**src/rtl/calc_if.sv**
```systemverilog
// calc_if: keypad, operand-memory and ALU handshake bundle for calc_ctrl.
// The slave modport is the controller side; master is the keypad/memory/ALU side.
interface calc_if;
    logic       key_valid;
    logic [4:0] key_code;
    logic       key_ready;
    logic [3:0] num;
    logic [1:0] operator;
    logic [1:0] save_enable;
    logic       clear_enable;
    logic       equ_enable;
    logic       clr_b;
    logic       alu_start;
    logic       alu_done;
    logic [2:0] state_o;
    logic       err_o;

    modport master (
        output key_valid, key_code, alu_done,
        input  key_ready, num, operator, save_enable, clear_enable,
               equ_enable, clr_b, alu_start, state_o, err_o
    );

    modport slave (
        input  key_valid, key_code, alu_done,
        output key_ready, num, operator, save_enable, clear_enable,
               equ_enable, clr_b, alu_start, state_o, err_o
    );
endinterface

```
**src/rtl/calc_ctrl.sv**
```systemverilog
// calc_ctrl: keypad-driven calculator sequencer steering operand memory and ALU.
// Define CALC_CHAIN_EN to let an operator in SHOW chain the result into a new operation.
module calc_ctrl #(
    parameter int MAX_DIGITS  = 4,
    parameter int ALU_TIMEOUT = 15
) (
    input logic   clk,
    input logic   rst_n,
    calc_if.slave bus
);
    localparam int CW = $clog2(MAX_DIGITS + 1);
    localparam int TW = (ALU_TIMEOUT > 1) ? $clog2(ALU_TIMEOUT) : 1;
    localparam logic [CW-1:0] MAX_CNT  = CW'(MAX_DIGITS);
    localparam logic [TW-1:0] TMO_LAST = TW'(ALU_TIMEOUT - 1);

    typedef enum logic [2:0] {
        ENTER_A = 3'd0,
        ENTER_B = 3'd1,
        EXEC    = 3'd2,
        LOAD    = 3'd3,
        SHOW    = 3'd4
    } state_t;

    state_t        state_q, state_d;
    logic [CW-1:0] count_a_q, count_a_d;
    logic [CW-1:0] count_b_q, count_b_d;
    logic [TW-1:0] tmo_q, tmo_d;
    logic          err_q, err_d;
    logic [3:0]    num_q, num_d;
    logic [1:0]    op_q, op_d;
    logic [1:0]    save_q, save_d;
    logic          clear_q, clear_d;
    logic          equ_q, equ_d;
    logic          clr_b_q, clr_b_d;
    logic          start_q, start_d;
    logic          ready_q, ready_d;

    logic is_digit, is_op, is_equ, is_clear, accept;

    assign is_digit = ~bus.key_code[4];
    assign is_op    = (bus.key_code[4:2] == 3'b100);
    assign is_equ   = (bus.key_code == 5'h14);
    assign is_clear = (bus.key_code == 5'h15);
    assign accept   = bus.key_valid & (ready_q | is_clear);

    // Every output is a flop; the next-state logic below computes what they show next cycle.
    always_ff @(posedge clk or negedge rst_n) begin
        if (!rst_n) begin
            state_q   <= ENTER_A;
            count_a_q <= '0;
            count_b_q <= '0;
            tmo_q     <= '0;
            err_q     <= 1'b0;
            num_q     <= '0;
            op_q      <= '0;
            save_q    <= '0;
            clear_q   <= 1'b0;
            equ_q     <= 1'b0;
            clr_b_q   <= 1'b0;
            start_q   <= 1'b0;
            ready_q   <= 1'b1;
        end else begin
            state_q   <= state_d;
            count_a_q <= count_a_d;
            count_b_q <= count_b_d;
            tmo_q     <= tmo_d;
            err_q     <= err_d;
            num_q     <= num_d;
            op_q      <= op_d;
            save_q    <= save_d;
            clear_q   <= clear_d;
            equ_q     <= equ_d;
            clr_b_q   <= clr_b_d;
            start_q   <= start_d;
            ready_q   <= ready_d;
        end
    end

    always_comb begin
        state_d   = state_q;
        count_a_d = count_a_q;
        count_b_d = count_b_q;
        tmo_d     = tmo_q;
        err_d     = err_q;
        num_d     = num_q;
        op_d      = op_q;
        save_d    = 2'b00;
        clear_d   = 1'b0;
        equ_d     = 1'b0;
        clr_b_d   = 1'b0;
        start_d   = 1'b0;

        // Clear wins over everything, including a late alu_done or a timeout.
        if (accept && is_clear) begin
            save_d    = 2'b10;
            clear_d   = 1'b1;
            count_a_d = '0;
            count_b_d = '0;
            err_d     = 1'b0;
            state_d   = ENTER_A;
        end else begin
            if (accept) begin
                err_d = 1'b0;
            end
            case (state_q)
                ENTER_A: begin
                    if (accept && is_digit && (count_a_q < MAX_CNT)) begin
                        num_d     = bus.key_code[3:0];
                        save_d    = 2'b01;
                        count_a_d = count_a_q + CW'(1);
                    end else if (accept && is_op && (count_a_q != '0)) begin
                        op_d    = bus.key_code[1:0];
                        save_d  = 2'b10;
                        state_d = ENTER_B;
                    end
                end
                ENTER_B: begin
                    if (accept && is_digit && (count_b_q < MAX_CNT)) begin
                        num_d     = bus.key_code[3:0];
                        save_d    = 2'b11;
                        count_b_d = count_b_q + CW'(1);
                    end else if (accept && is_op && (count_b_q == '0)) begin
                        op_d   = bus.key_code[1:0];
                        save_d = 2'b10;
                    end else if (accept && is_equ && (count_b_q != '0)) begin
                        start_d = 1'b1;
                        tmo_d   = '0;
                        state_d = EXEC;
                    end
                end
                EXEC: begin
                    if (bus.alu_done) begin
                        save_d  = 2'b01;
                        equ_d   = 1'b1;
                        state_d = LOAD;
                    end else if (tmo_q == TMO_LAST) begin
                        save_d    = 2'b10;
                        clear_d   = 1'b1;
                        err_d     = 1'b1;
                        count_a_d = '0;
                        count_b_d = '0;
                        state_d   = ENTER_A;
                    end else begin
                        tmo_d = tmo_q + TW'(1);
                    end
                end
                LOAD: begin
                    state_d = SHOW;
                end
                SHOW: begin
`ifdef CALC_CHAIN_EN
                    // The loaded result becomes a one-digit operand A for the next operation.
                    if (accept && is_op) begin
                        op_d      = bus.key_code[1:0];
                        save_d    = 2'b10;
                        clr_b_d   = 1'b1;
                        count_a_d = CW'(1);
                        count_b_d = '0;
                        state_d   = ENTER_B;
                    end
`else
                    state_d = SHOW;
`endif
                end
                default: begin
                    state_d = ENTER_A;
                end
            endcase
        end

        ready_d = (state_d != EXEC) && (state_d != LOAD);
    end

    assign bus.key_ready    = ready_q;
    assign bus.num          = num_q;
    assign bus.operator     = op_q;
    assign bus.save_enable  = save_q;
    assign bus.clear_enable = clear_q;
    assign bus.equ_enable   = equ_q;
    assign bus.clr_b        = clr_b_q;
    assign bus.alu_start    = start_q;
    assign bus.state_o      = state_q;
    assign bus.err_o        = err_q;
endmodule

```
**src/flat_wrapper.sv**
```systemverilog
// flat-port wrapper written by rule: the top's interface ports become plain ports
module calc_ctrl_flat 
#(
    parameter int MAX_DIGITS  = 4,
    parameter int ALU_TIMEOUT = 15
)
  (clk, rst_n, bus_key_valid, bus_key_code, bus_alu_done, bus_key_ready, bus_num, bus_operator, bus_save_enable, bus_clear_enable, bus_equ_enable, bus_clr_b, bus_alu_start, bus_state_o, bus_err_o);
  calc_if bus_i ();
  input logic clk;
  input logic rst_n;
  input wire logic [$bits(bus_i.key_valid)-1:0] bus_key_valid;
  input wire logic [$bits(bus_i.key_code)-1:0] bus_key_code;
  input wire logic [$bits(bus_i.alu_done)-1:0] bus_alu_done;
  output wire logic [$bits(bus_i.key_ready)-1:0] bus_key_ready;
  output wire logic [$bits(bus_i.num)-1:0] bus_num;
  output wire logic [$bits(bus_i.operator)-1:0] bus_operator;
  output wire logic [$bits(bus_i.save_enable)-1:0] bus_save_enable;
  output wire logic [$bits(bus_i.clear_enable)-1:0] bus_clear_enable;
  output wire logic [$bits(bus_i.equ_enable)-1:0] bus_equ_enable;
  output wire logic [$bits(bus_i.clr_b)-1:0] bus_clr_b;
  output wire logic [$bits(bus_i.alu_start)-1:0] bus_alu_start;
  output wire logic [$bits(bus_i.state_o)-1:0] bus_state_o;
  output wire logic [$bits(bus_i.err_o)-1:0] bus_err_o;
  assign bus_i.key_valid = bus_key_valid;
  assign bus_i.key_code = bus_key_code;
  assign bus_i.alu_done = bus_alu_done;
  assign bus_key_ready = bus_i.key_ready;
  assign bus_num = bus_i.num;
  assign bus_operator = bus_i.operator;
  assign bus_save_enable = bus_i.save_enable;
  assign bus_clear_enable = bus_i.clear_enable;
  assign bus_equ_enable = bus_i.equ_enable;
  assign bus_clr_b = bus_i.clr_b;
  assign bus_alu_start = bus_i.alu_start;
  assign bus_state_o = bus_i.state_o;
  assign bus_err_o = bus_i.err_o;
  calc_ctrl #(.MAX_DIGITS(MAX_DIGITS), .ALU_TIMEOUT(ALU_TIMEOUT)) u_core (.clk(clk), .rst_n(rst_n), .bus(bus_i));
endmodule
```
**config.mk**
```make
export PLATFORM = sky130hd
export DESIGN_NAME = calc_ctrl_flat
export DESIGN_NICKNAME = d
export VERILOG_FILES = /design/src/rtl/calc_if.sv /design/src/rtl/calc_ctrl.sv /design/src/flat_wrapper.sv
export SDC_FILE = /design/constraint.sdc
export NUM_CORES = 1
export LEC_CHECK = 0
export CAP_MARGIN = 20
export CORE_MARGIN = 2
export CORE_UTILIZATION = 30
export CTS_CLUSTER_DIAMETER = 100
export CTS_CLUSTER_SIZE = 14
export DETAILED_ROUTE_END_ITERATION = 12
export SYNTH_ARGS = -nofsm -noshare
export SYNTH_HDL_FRONTEND = slang
export SYNTH_SLANG_ARGS = --single-unit
```
**constraint.sdc**
```tcl
create_clock -name clk -period 2.5 [get_ports clk]
set_input_delay 0.5 -clock clk [delete_from_list [all_inputs] [get_ports clk]]
set_output_delay 0.5 -clock clk [all_outputs]
set_load 0.005 [all_outputs]
```
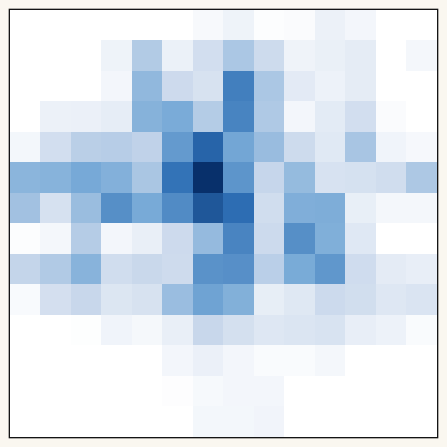
(wiring heat map)
(6 px per µm) 14 x 14 tiles, from white (low) to dark blue (high), scaled to the fullest tile. Values are wire area over tile area, all layers added.
fullest tile: 0.50
densest ninth of the die: centre
nearly empty tiles: 29%
mean over tiles: 0.092
tiles over half the peak: 9.7%
routed len/inst: 14.2 µm
Tot GR Track Use: 0.124
wirelength, routed: 2950 µm

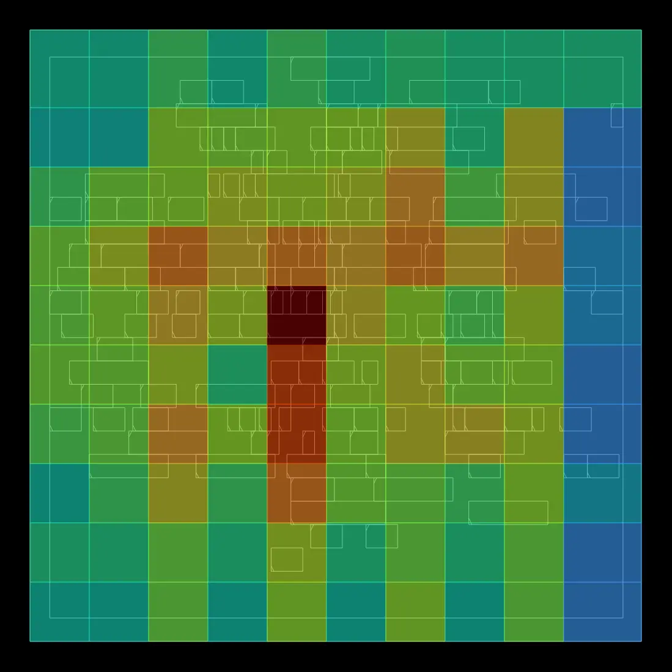
(congestion heat map)
met2 layer usage reported by global route: 0.205
fin util: 0.401
met1 global-route usage: 0.161

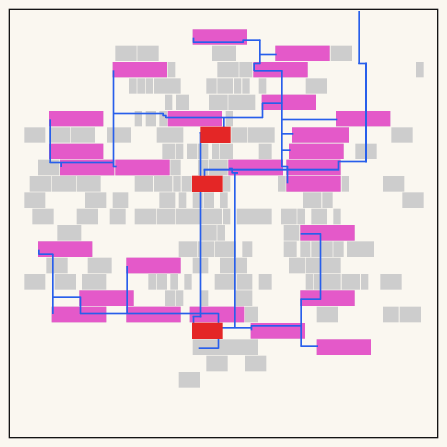
(clock wires, drivers and flops)
(6 px per µm)
[blue] clock wires | length: 353 µm
[red] clock-net drivers | count: 3
[magenta] flip-flops | count: 26
routed clock nets: 4
power dissipated in the clock network: 0.352 mW
clock group share of total power: 0.239
clock latency of the later-clocked register in the worst-skew pair: 0.27 ns
worst setup skew after layout: 0.00135 ns

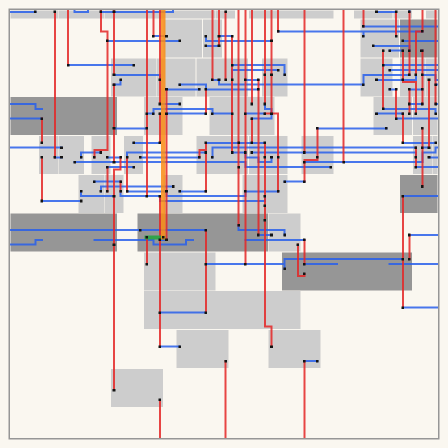
(close-up of the layout)
Window x 21 to 51, y 6 to 36 µm. Cells in grey, sequential cells in the stronger grey; small squares are vias.
[red] M2
[green] M3
[blue] M1
[orange] M4
netlist names of flops here include: u_core.bus.state_o (2)
cells with their middle in the window: 34
sequential cells in the window: 4
most frequent: nor2_1 (4), dfrtp_1 (4)

==> impl_metrics.ini <==
; physical design summary
[final_timing]
tcrit_tclk_final = 0.884
max_slew_margin = 0.630

[routing]
initialDrtViolationCount = 65
detailroute.wirelength.met3_um = 137
post-route-drc-count = 0
dr.pass1.iters = 4
wl_met1_um = 1360
dr_total_vias = 1043

[yosys]
cell_type_contributing_the_most_total_cell_area_after_synthesis = dfrtp_1
xor_xnor_cells_area_fraction = 0
synth.top_cells.by_area = dfrtp_1 (46%), mux2_2 (5.8%), ha_1 (5.6%), nand2_1 (3.3%), inv_1 (2.8%)
synth.lib_cells_used.distinct = 44
synth-main-ff-cell = dfrtp_1
synth.yosys.warnings = 0
synthArstFlopShare = 1.00
yosysCellCount = 125
enable_flop_cells = 0
netlist_area_mm2 = 0.00135

[final_layout]
layout.cells.non_filler = 207
logic_area_um2 = 629
layout_top_cells_excl_fill_tap = dfrtp_1 (25), clkdlybuf4s50_1 (24), nand2_1 (12)
mostFrequentLayoutCell = dfrtp_1
signal_buffer_area_fraction = 0.163
signal_buffers = 30
sequential_cell_area_um2 = 652
seq-cell-share = 0.373

[power]
leakage_nw = 0.812
total_power_mw = 1.47

[clocking]
cts_repair_resize_count = 0
max-clock-path-buffers = 2
cts_post_setup_buffers_inserted = 0
tritoncts = built
cts_hold_buffers = 0

[critical_path]
crit_path_end = u_core.tmo_q[2]
cp_data_arrival_time_ns = 2.42
worstSetupEndpointType = flip-flop
cp_top_family = simple AND/OR/NAND/NOR gates
cell_at_the_slowest_stage_of_the_critical_path = clkdlybuf4s50_1

[status]
outcome = complete, no violations

[global_routing]
via_count_of_the_first_global_routing_pass = 1034

[placed_design]
post-place-cells = 203

[job]
openroad.warnings = 29
max_cap_viol_count = 0

[floorplanning]
die_area_mm2 = 0.00506
placementRows = 24
core_area_mm2 = 0.00435

[hold_path]
min_path_cells = 1
[power by group]
part	internal (mW)	total (mW)	switching (mW)	leakage, nW
clock network	0.214	0.352	0.137	0.0357
registers	0.531	0.631	0.101	0.335
logic	0.282	0.489	0.208	0.442
total	1.03	1.47	0.446	0.812
[sequential cells by signal, indices dropped and copies added (netlist names)]
| name | flops |
|---|---|
| u_core.bus.alu_start | 1 |
| u_core.bus.clear_enable | 1 |
| u_core.bus.equ_enable | 1 |
| u_core.bus.err_o | 1 |
| u_core.bus.key_ready | 1 |
| u_core.bus.num | 4 |
| u_core.bus.operator | 2 |
| u_core.bus.save_enable | 2 |
| u_core.bus.state_o | 3 |
| u_core.count_a_q | 3 |
| u_core.count_b_q | 3 |
| u_core.tmo_q | 4 |
Power is estimated from default activity; no workload was simulated.
